Fig. 1: run 1, routed metal, one colour a layer
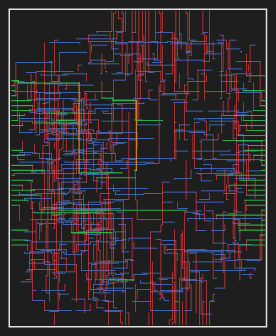
Fig. 2: run 1, M3 wires
Bar = 20 um. Cells faint in the background.
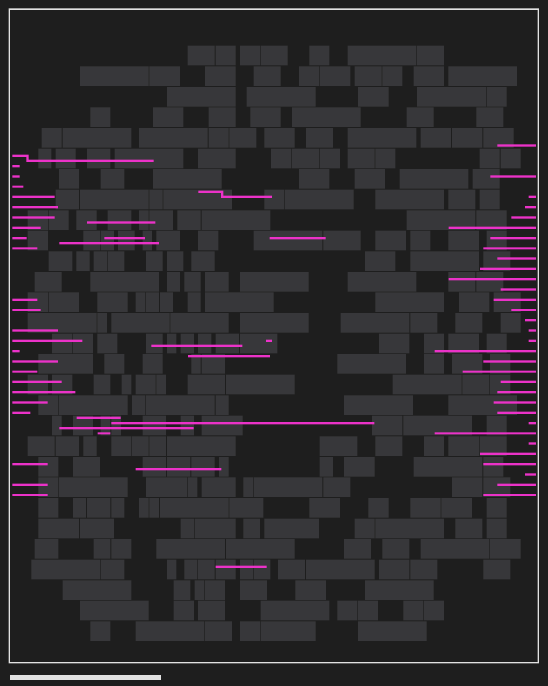
Fig. 3: run 1, routing congestion map
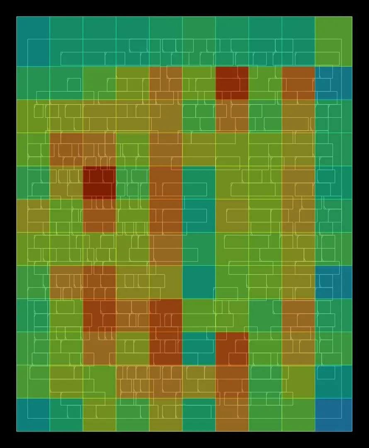
`src/rtl/cpu_types_pkg.sv`:
```
// Shared CPU types: machine word and the request unit's sequencing states.
package cpu_types_pkg;

  localparam int WORD_WIDTH = 32;

  typedef logic [WORD_WIDTH-1:0] word_t;

  typedef enum logic [1:0] {
    FETCH  = 2'd0,
    EXEC   = 2'd1,
    MEM    = 2'd2,
    HALTED = 2'd3
  } reqstate_t;

endpackage

```
`src/rtl/request_unit_sat_counter.sv`:
```
// Up-counter that sticks at all-ones instead of wrapping; cleared only by reset.
module sat_counter #(
  parameter int WIDTH = 16
) (
  input  logic             clk,
  input  logic             rst_n,
  input  logic             inc,
  output logic [WIDTH-1:0] count
);

  logic at_max;

  assign at_max = &count;

  always_ff @(posedge clk or negedge rst_n) begin
    if (!rst_n) begin
      count <= '0;
    end else if (inc && !at_max) begin
      count <= count + 1'b1;
    end
  end

endmodule

```
`src/rtl/request_unit.sv`:
```
// Fetch/memory sequencer: fetches into the instruction register, turns decoded
// memory/halt requests into held cache requests, and strobes pc_en on retire.
module request_unit
  import cpu_types_pkg::*;
#(
  parameter int WORD_W      = WORD_WIDTH,
  parameter int STALL_CNT_W = 16
) (
  input  logic                   CLK,
  input  logic                   nRST,
  input  logic [WORD_W-1:0]      imemload,
  input  logic                   ihit,
  input  logic                   dhit,
  input  logic                   cu_dREN,
  input  logic                   cu_dWEN,
  input  logic                   cu_halt,
  output logic                   imemREN,
  output logic                   dmemREN,
  output logic                   dmemWEN,
  output logic [WORD_W-1:0]      instruction,
  output logic                   instr_valid,
  output logic                   pc_en,
  output logic                   halt,
  output logic [STALL_CNT_W-1:0] stall_cycles
);

  reqstate_t state_q;
  reqstate_t state_d;

  logic rd_q;
  logic wr_q;
  logic load_instr;
  logic latch_mem;
  logic retire;
  logic go_halt;
  logic stall_inc;

  always_ff @(posedge CLK or negedge nRST) begin
    if (!nRST) begin
      state_q <= FETCH;
    end else begin
      state_q <= state_d;
    end
  end

  // Each state only listens to its own handshake, so stray ihit/dhit are ignored.
  always_comb begin
    state_d    = state_q;
    imemREN    = 1'b0;
    pc_en      = 1'b0;
    load_instr = 1'b0;
    latch_mem  = 1'b0;
    retire     = 1'b0;
    go_halt    = 1'b0;
    stall_inc  = 1'b0;

    case (state_q)
      FETCH: begin
        imemREN = 1'b1;
        if (ihit) begin
          load_instr = 1'b1;
          state_d    = EXEC;
        end else begin
          stall_inc = 1'b1;
        end
      end

      EXEC: begin
        if (cu_halt) begin
          go_halt = 1'b1;
          state_d = HALTED;
        end else if (cu_dREN || cu_dWEN) begin
          latch_mem = 1'b1;
          state_d   = MEM;
        end else begin
          pc_en   = 1'b1;
          retire  = 1'b1;
          state_d = FETCH;
        end
      end

      MEM: begin
        if (dhit) begin
          pc_en   = 1'b1;
          retire  = 1'b1;
          state_d = FETCH;
        end else begin
          stall_inc = 1'b1;
        end
      end

      HALTED: begin
        state_d = HALTED;
      end

      default: begin
        state_d = FETCH;
      end
    endcase
  end

  always_ff @(posedge CLK or negedge nRST) begin
    if (!nRST) begin
      instruction <= '0;
      instr_valid <= 1'b0;
    end else if (load_instr) begin
      instruction <= imemload;
      instr_valid <= 1'b1;
    end else if (retire) begin
      instr_valid <= 1'b0;
    end
  end

  // A read+write decode is illegal; the write is kept and the read dropped.
  always_ff @(posedge CLK or negedge nRST) begin
    if (!nRST) begin
      rd_q <= 1'b0;
      wr_q <= 1'b0;
    end else if (latch_mem) begin
      rd_q <= cu_dREN & ~cu_dWEN;
      wr_q <= cu_dWEN;
    end else if (retire) begin
      rd_q <= 1'b0;
      wr_q <= 1'b0;
    end
  end

  always_ff @(posedge CLK or negedge nRST) begin
    if (!nRST) begin
      halt <= 1'b0;
    end else if (go_halt) begin
      halt <= 1'b1;
    end
  end

  // Gating with the state keeps the requests tied to the async-reset state register.
  assign dmemREN = (state_q == MEM) && rd_q;
  assign dmemWEN = (state_q == MEM) && wr_q;

  sat_counter #(
    .WIDTH (STALL_CNT_W)
  ) u_stall_cnt (
    .clk   (CLK),
    .rst_n (nRST),
    .inc   (stall_inc),
    .count (stall_cycles)
  );

endmodule
```
`config.mk`:
```
export PLATFORM = sky130hd
export DESIGN_NAME = request_unit
export DESIGN_NICKNAME = d
export VERILOG_FILES = /design/src/rtl/cpu_types_pkg.sv /design/src/rtl/request_unit_sat_counter.sv /design/src/rtl/request_unit.sv
export SDC_FILE = /design/constraint.sdc
export NUM_CORES = 1
export LEC_CHECK = 0
export CORE_ASPECT_RATIO = 1.25
export CORE_MARGIN = 2
export CORE_UTILIZATION = 43
export DETAILED_ROUTE_END_ITERATION = 7
export MAX_ROUTING_LAYER = met4
export PLACE_DENSITY = 0.8
export SLEW_MARGIN = 20
export SYNTH_ARGS = -nofsm -noshare
export SYNTH_HDL_FRONTEND = slang
export SYNTH_SLANG_ARGS = --single-unit
```
`constraint.sdc`:
```
create_clock -name CLK -period 2.4 [get_ports CLK]
set_input_delay 0.48 -clock CLK [delete_from_list [all_inputs] [get_ports CLK]]
set_output_delay 0.48 -clock CLK [all_outputs]
set_load 0.1 [all_outputs]
```
==> run notes, run 1 <==
yosys + openroad results -> status complete, no violations, placed inst area ~0.0033 sq mm, ys flops roughly 54, Layout Cells excl Fill roughly 340, HP Class input port to async pin, full die area roughly 0.0060 sq mm, CP Data Arrival Time between 1.5 and 2 ns, FF-to-FF setup slack roughly 0.42 ns, Final #Nets 321, yosys synthesis chip area 0.00233 sq mm, Syn Area/Cell roughly 13 sq um, maxcap violations 0, setup TNS 0 ns, Yosys warnings 0, kind of critical path flop to output port, syn nets 220, area grow syn2layout 44.1%, Mapped Area ~0.0023 sq mm, ys async rst share 100%, initial DRC count 95, GR Util All Layers 18.7%
-- Fig. 1 (at the start) --
Key: orange = M4 [wire length 43.5 um]; blue = M1 [wire length 2040 um]; green = M3 [wire length 420 um]; red = M2 [wire length 2690 um]

-- Fig. 2 (at the start) --
The longest straight run is 34.5 um. 66 nets have wire on it. The layer holds 8.1% of the routed length.

-- Fig. 3 (at the start) --
GRT busiest layer: met2
M2 GR Usage: 32.3%
met3 Usage GRT: 3.95%

## run 1: area by class of cell
class / instances / area, sq um
inverter: 3 / 11.3
sequential: 54 / 1350
clock inverter: 3 / 21.3
tap: 62 / 77.6
multi-input combinational: 115 / 961
fill: 429 / 1800
timing repair buffer: 98 / 863
clock buffer: 5 / 68.8
## run 1: timing repair
action / 4_1_cts / 5_1_grt
endpoints found under the setup margin: 0 / 1
resized: 0 / 3
setup buffers: 0 / 0
## run 1: cell usage after synthesis, types with 2 or more instances
cell type | n | area, sq um
dfrtp_1 | 54 | 1350
mux2_2 | 33 | 372
xor2_1 | 14 | 123
nor3_1 | 10 | 50.1
nand2_1 | 9 | 33.8
nor2_1 | 6 | 22.5
ha_1 | 5 | 62.6
nand4_1 | 5 | 31.3
nand3_1 | 4 | 20.0
a21oi_1 | 3 | 15.0
and2_1 | 3 | 18.8
buf_1 | 3 | 11.3
inv_1 | 3 | 11.3
nor2b_1 | 3 | 18.8
and4_1 | 2 | 17.5
nor4b_1 | 2 | 17.5
o21ai_0 | 2 | 10.0
## run 1: worst min-delay path by stage
stage	cells after the start	endpoint	slack, ns
after floorplan	0	halt$_DFFE_PN0P_	0.18
after global placement	1	halt$_DFFE_PN0P_	0.44
after detailed placement	1	halt$_DFFE_PN0P_	0.45
after CTS	1	instruction[26]$_DFFE_PN0P_	0.20
after global routing	1	instruction[26]$_DFFE_PN0P_	0.24
final	1	instruction[26]$_DFFE_PN0P_	0.18
## run 1: worst max-delay path, stage by stage, from the launching register on
cell and delay (ns):
dfrtp_1 0.41, inv_1 0.11, ha_2 0.23, nor4b_2 0.24
o21ai_1 0.13, inv_1 0.11, buf_12 0.18
## run 1: metal layers
layer  vias to the layer above  routed length (um)  track usage (%)
met3                         5                 420             3.95
met5                         -                   0                -
met1                       848                2040             22.7
met2                        81                2690             32.3
li1                        833                   -                -
met4                         0                  43             4.37
## run 1: registers in the layout (all words and copies together) (netlist names)
| name | flops |
|---|---|
| instruction | 32 |
| u_stall_cnt.count | 16 |
| state_q | 2 |
| halt | 1 |
| instr_valid | 1 |
| rd_q | 1 |
| wr_q | 1 |
## run 1: through the flow
stage / utilization, % / setup WS [ns]
floorplan: - / 0.0405
global placement: 63.2 / 0.0993
detailed placement: 63.2 / 0.135
CTS: 64.9 / 0.0415
global route: 65.1 / 0.0797
finish: 65.1 / 0.202
## run 1: logic make-up after synthesis
family / synth area share [%]
xor+xnor: 5.27
flops: 58.0
compound gates: 3.12
mux: 16.6
simple gates: 13.1
fa+ha+maj: 2.69
buf+inv: 1.18
==> run 1 -> run 2 <==
--- a/config.mk
+++ b/config.mk
@@ -5,6 +5,7 @@
 export SDC_FILE = /design/constraint.sdc
 export NUM_CORES = 1
 export LEC_CHECK = 0
+export ABC_AREA = 0
 export CORE_ASPECT_RATIO = 1.25
 export CORE_MARGIN = 2
 export CORE_UTILIZATION = 43
Fig. 4: run 2, routing congestion map
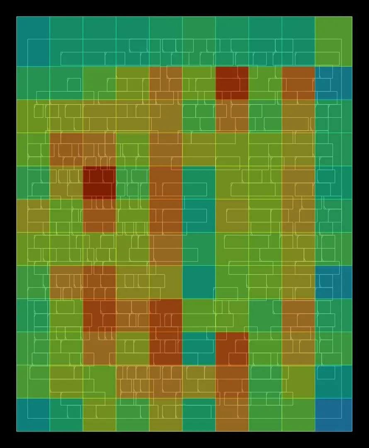
Layout Utilization: 65.1%
GR Util met1: 22.7%
WL/cell: 15.3 um
GR Util All Layers: 18.7%

Fig. 5: run 2, metal 2
Cells faint in the background.
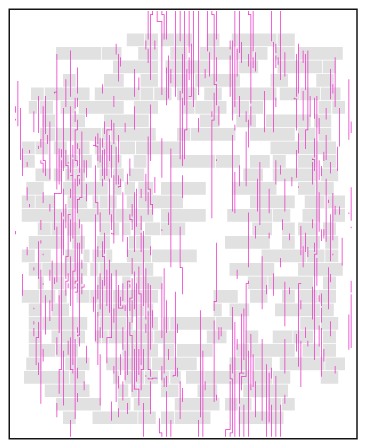
290 nets have wire on it. The wires run mostly vertical. The longest straight run is 31.8 um.

Fig. 6: run 2, M3 wires
Bar = 20 um. Cells faint in the background.
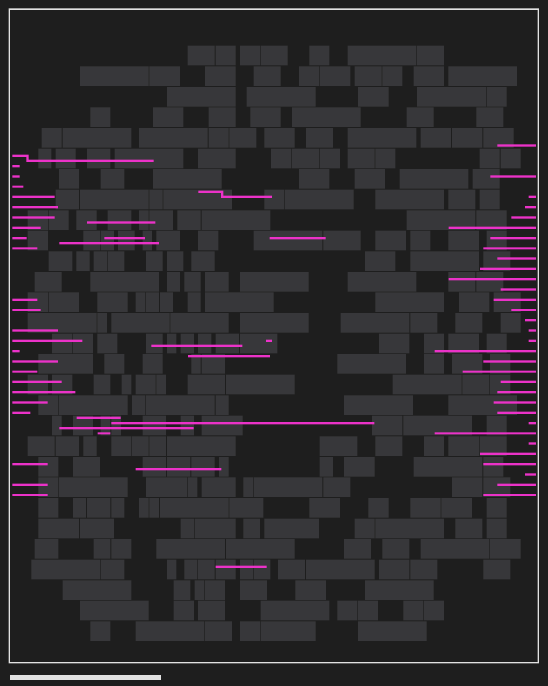
66 nets have wire on it. The layer carries 420 um of wire. The layer holds 8.1% of the routed length. The wires run mostly horizontal. The longest straight run is 34.5 um.

==> run 2 against run 1 <==
Net effect:
- first-iteration DRC count is the same
- wire length is the same
- non-clock buffer count is the same
- flip-flop count is the same
- cell count is the same
- critical endpoint unchanged
- highest routed layer unchanged
==> run notes, run 2 <==
yosys + openroad results -> post-CTS setup buffer count 0, number of flip-flops in the largest register 32, status complete, no violations, Top reg by flops instruction, Yosys top cell by instances dfrtp_1, Synth top cells by count dfrtp_1 (54), mux2_2 (33), xor2_1 (14), nor3_1 (10), nand2_1 (9), footprint of the multi-input gates 961 sq um, full die area 0.00602 sq mm, maxcap violations 0, initial DRC count between 90 and 100, CP Data Arrival Time ~1.7 ns, setup TNS 0 ns, kind of critical path flop to output port, Final #Nets about 320, post-CTS sizing 0, area leader, netlist dfrtp_1, ys flops 54, Yosys warnings 0, register area ~0.0014 sq mm, Layout Cells excl Fill between 300 and 400, Top-area cell share 58.0%, Mapped Area approximately 0.0023 sq mm, yosys synthesis chip area between 0.002 and 0.0025 sq mm, ys async rst share 100%
-- run 2: cell counts in the layout (fill, tap and decap cells not counted) --
No cell type changed its count.
-- run 2: logic make-up (layout without fill, tap and decap cells) --
family | count (synthesis) | after routing | synth area share (%)
AOI/OAI and AO/OA | 11 | 11 | 3.12
and+or+nand+nor | 51 | 51 | 13.1
DFF | 54 | 54 | 58.0
xor gates and xnor gates | 14 | 14 | 5.27
buffers and inverters | 7 | 109 | 1.18
muxes | 34 | 34 | 16.6
adders and majority gates | 5 | 5 | 2.69
-- run 2: worst paths after layout --
check | from | to | slack, ns | cells after the start
max in group asynchronous | nRST | u_stall_cnt.count[5]$_DFFE_PN0P_ | 1.56 | 2
max | state_q[1]$_DFFE_PN0P_ | pc_en | 0.20 | 6
min | nRST | instruction[26]$_DFFE_PN0P_ | 0.18 | 1
min reg2reg | halt$_DFFE_PN0P_ | halt$_DFFE_PN0P_ | 0.47 | 1
min in group CLK | halt$_DFFE_PN0P_ | halt$_DFFE_PN0P_ | 0.47 | 1
max reg2reg | state_q[0]$_DFFE_PN0P_ | u_stall_cnt.count[15]$_DFFE_PN0P_ | 0.42 | 6
-- run 2: area by class of cell --
| type | instances | area share (%) |
|---|---|---|
| inverter | 3 | 0.336 |
| clock buffer | 5 | 2.05 |
| tap | 62 | 2.31 |
| timing repair buffer | 98 | 25.7 |
| clock inverter | 3 | 0.634 |
| sequential | 54 | 40.3 |
| multi-input combinational | 115 | 28.6 |
-- run 2: worst max-delay path, stage by stage (launching register included) --
cell	delay (ns)
dfrtp_1	0.41
inv_1	0.11
ha_2	0.23
nor4b_2	0.24
o21ai_1	0.13
inv_1	0.11
buf_12	0.18
-- run 2: metal layers --
metal | part of all wire, % | routed length (um) | track usage (%) | up-vias
met5 | 0 | 0 | - | -
met4 | 0.83 | 43 | 4.37 | 0
met3 | 8.1 | 420 | 3.95 | 5
met2 | 52 | 2690 | 32.3 | 81
met1 | 39 | 2040 | 22.7 | 848
li1 | - | - | - | 833
-- run 2: per-stage QoR --
stage               hold WS, ns  setup slack [ns]
floorplan                 0.184            0.0405
global placement          0.440            0.0993
detailed placement        0.453             0.135
CTS                       0.202            0.0415
global route              0.235            0.0797
finish                    0.183             0.202
==> run 2 -> run 3 <==
--- a/config.mk
+++ b/config.mk
@@ -6,6 +6,7 @@
 export NUM_CORES = 1
 export LEC_CHECK = 0
 export ABC_AREA = 0
+export CAP_MARGIN = 20
 export CORE_ASPECT_RATIO = 1.25
 export CORE_MARGIN = 2
 export CORE_UTILIZATION = 43
Fig. 7: run 3, M3 wires
Bar = 20 um. Cells faint in the background.
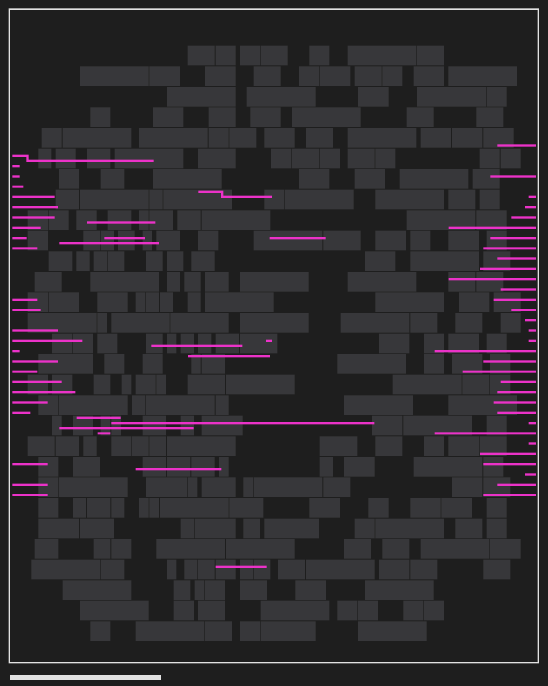
The wires run mostly horizontal. The layer carries 420 um of wire. The longest straight run is 34.5 um.

Fig. 8: run 3, metal 2
Cells faint in the background.
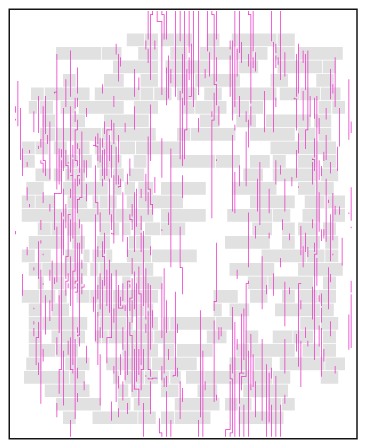
290 nets have wire on it. The layer holds 52% of the routed length.

Fig. 9: run 3, routing congestion map
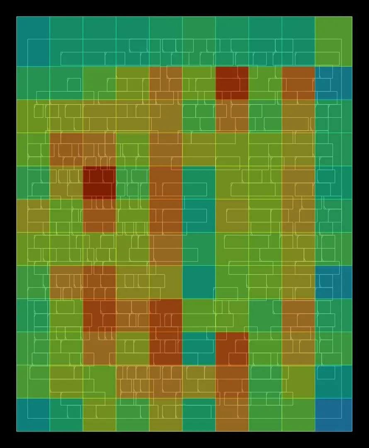

==> run 3 against run 2 <==
Net effect:
- cell count unchanged
- global-route usage stayed put
- largest cell class unchanged
- worst hold slack stayed put
==> run notes, run 3 <==
yosys + openroad results -> syn nets ~220, Slowest-stage cell, CP dfrtp_1, Top-area cell share approximately three fifths, most numerous cell on the critical path inv_1, Largest regs instruction (32), u_stall_cnt.count (16), state_q (2), Hold WS ~0.18 ns, Syn Area/Cell ~13 sq um, status complete, no violations, setup TNS 0 ns, worst r2r path cells 6, CP Data Arrival Time 1.72 ns, CP bufs+invs 3, number of flip-flops in the largest register 32, area grow syn2layout 44.1%, maxcap violations 0, area leader, netlist dfrtp_1, post-CTS sizing 0, worst path cell trace inv_1 > ha_2 > nor4b_2 > o21ai_1 > inv_1 > buf_12, crit-path max cell delay between 0.4 and 0.5 ns, ys flops 54, kind of critical path flop to output port, ys async rst share 100%, full die area roughly 0.006 sq mm, HP Class input port to async pin, Final #Nets 321
==> run 3: cell counts after synthesis <==
Identical to the previous run, type by type.
==> run 3: layout make-up <==
type,count,area [sq um]
well taps,62,77.6
repair buffers,98,863
inverters,3,11.3
flip-flops and latches,54,1350
clock inverters,3,21.3
multi-input cells,115,961
fillers,429,1800
clock buffers,5,68.8
==> run 3: per-layer routing <==
metal,vias up,GRT usage (%),share of wire [%]
met5,-,-,0
met4,0,4.37,0.83
met3,5,3.95,8.1
met2,81,32.3,52
met1,848,22.7,39
li1,833,-,-
==> run 3: worst max-delay path by stage <==
stage	slack (ns)	start	cells after the start	end
2_1_floorplan	0.04	u_stall_cnt.count[0]$_DFFE_PN0P_	5	u_stall_cnt.count[1]$_DFFE_PN0P_
3_3_place_gp	0.1	cu_dREN	5	pc_en
3_5_place_dp	0.14	cu_dREN	5	pc_en
4_1_cts	0.04	state_q[1]$_DFFE_PN0P_	6	pc_en
5_1_grt	0.08	state_q[1]$_DFFE_PN0P_	6	pc_en
6_report	0.20	state_q[1]$_DFFE_PN0P_	6	pc_en
==> run 3: cells by family after synthesis <==
family                   synth area share, %
AND-OR/OR-AND                           3.12
XOR/XNOR                                5.27
adder cells (fa/ha/maj)                 2.69
buffers and inverters                   1.18
flip-flops                              58.0
multiplexers                            16.6
AND/OR/NAND/NOR                         13.1
==> run 3: stage by stage <==
step / worst slack [ns] / utilization [%] / instances / area (sq um)
finish: 0.202 / 65.1 / 340 / 3350
global route: 0.0797 / 65.1 / 340 / 3350
CTS: 0.0415 / 64.9 / 340 / 3350
detailed placement: 0.135 / 63.2 / 332 / 3260
global placement: 0.0993 / 63.2 / 332 / 3260
floorplan: 0.0405 / - / 176 / 2330
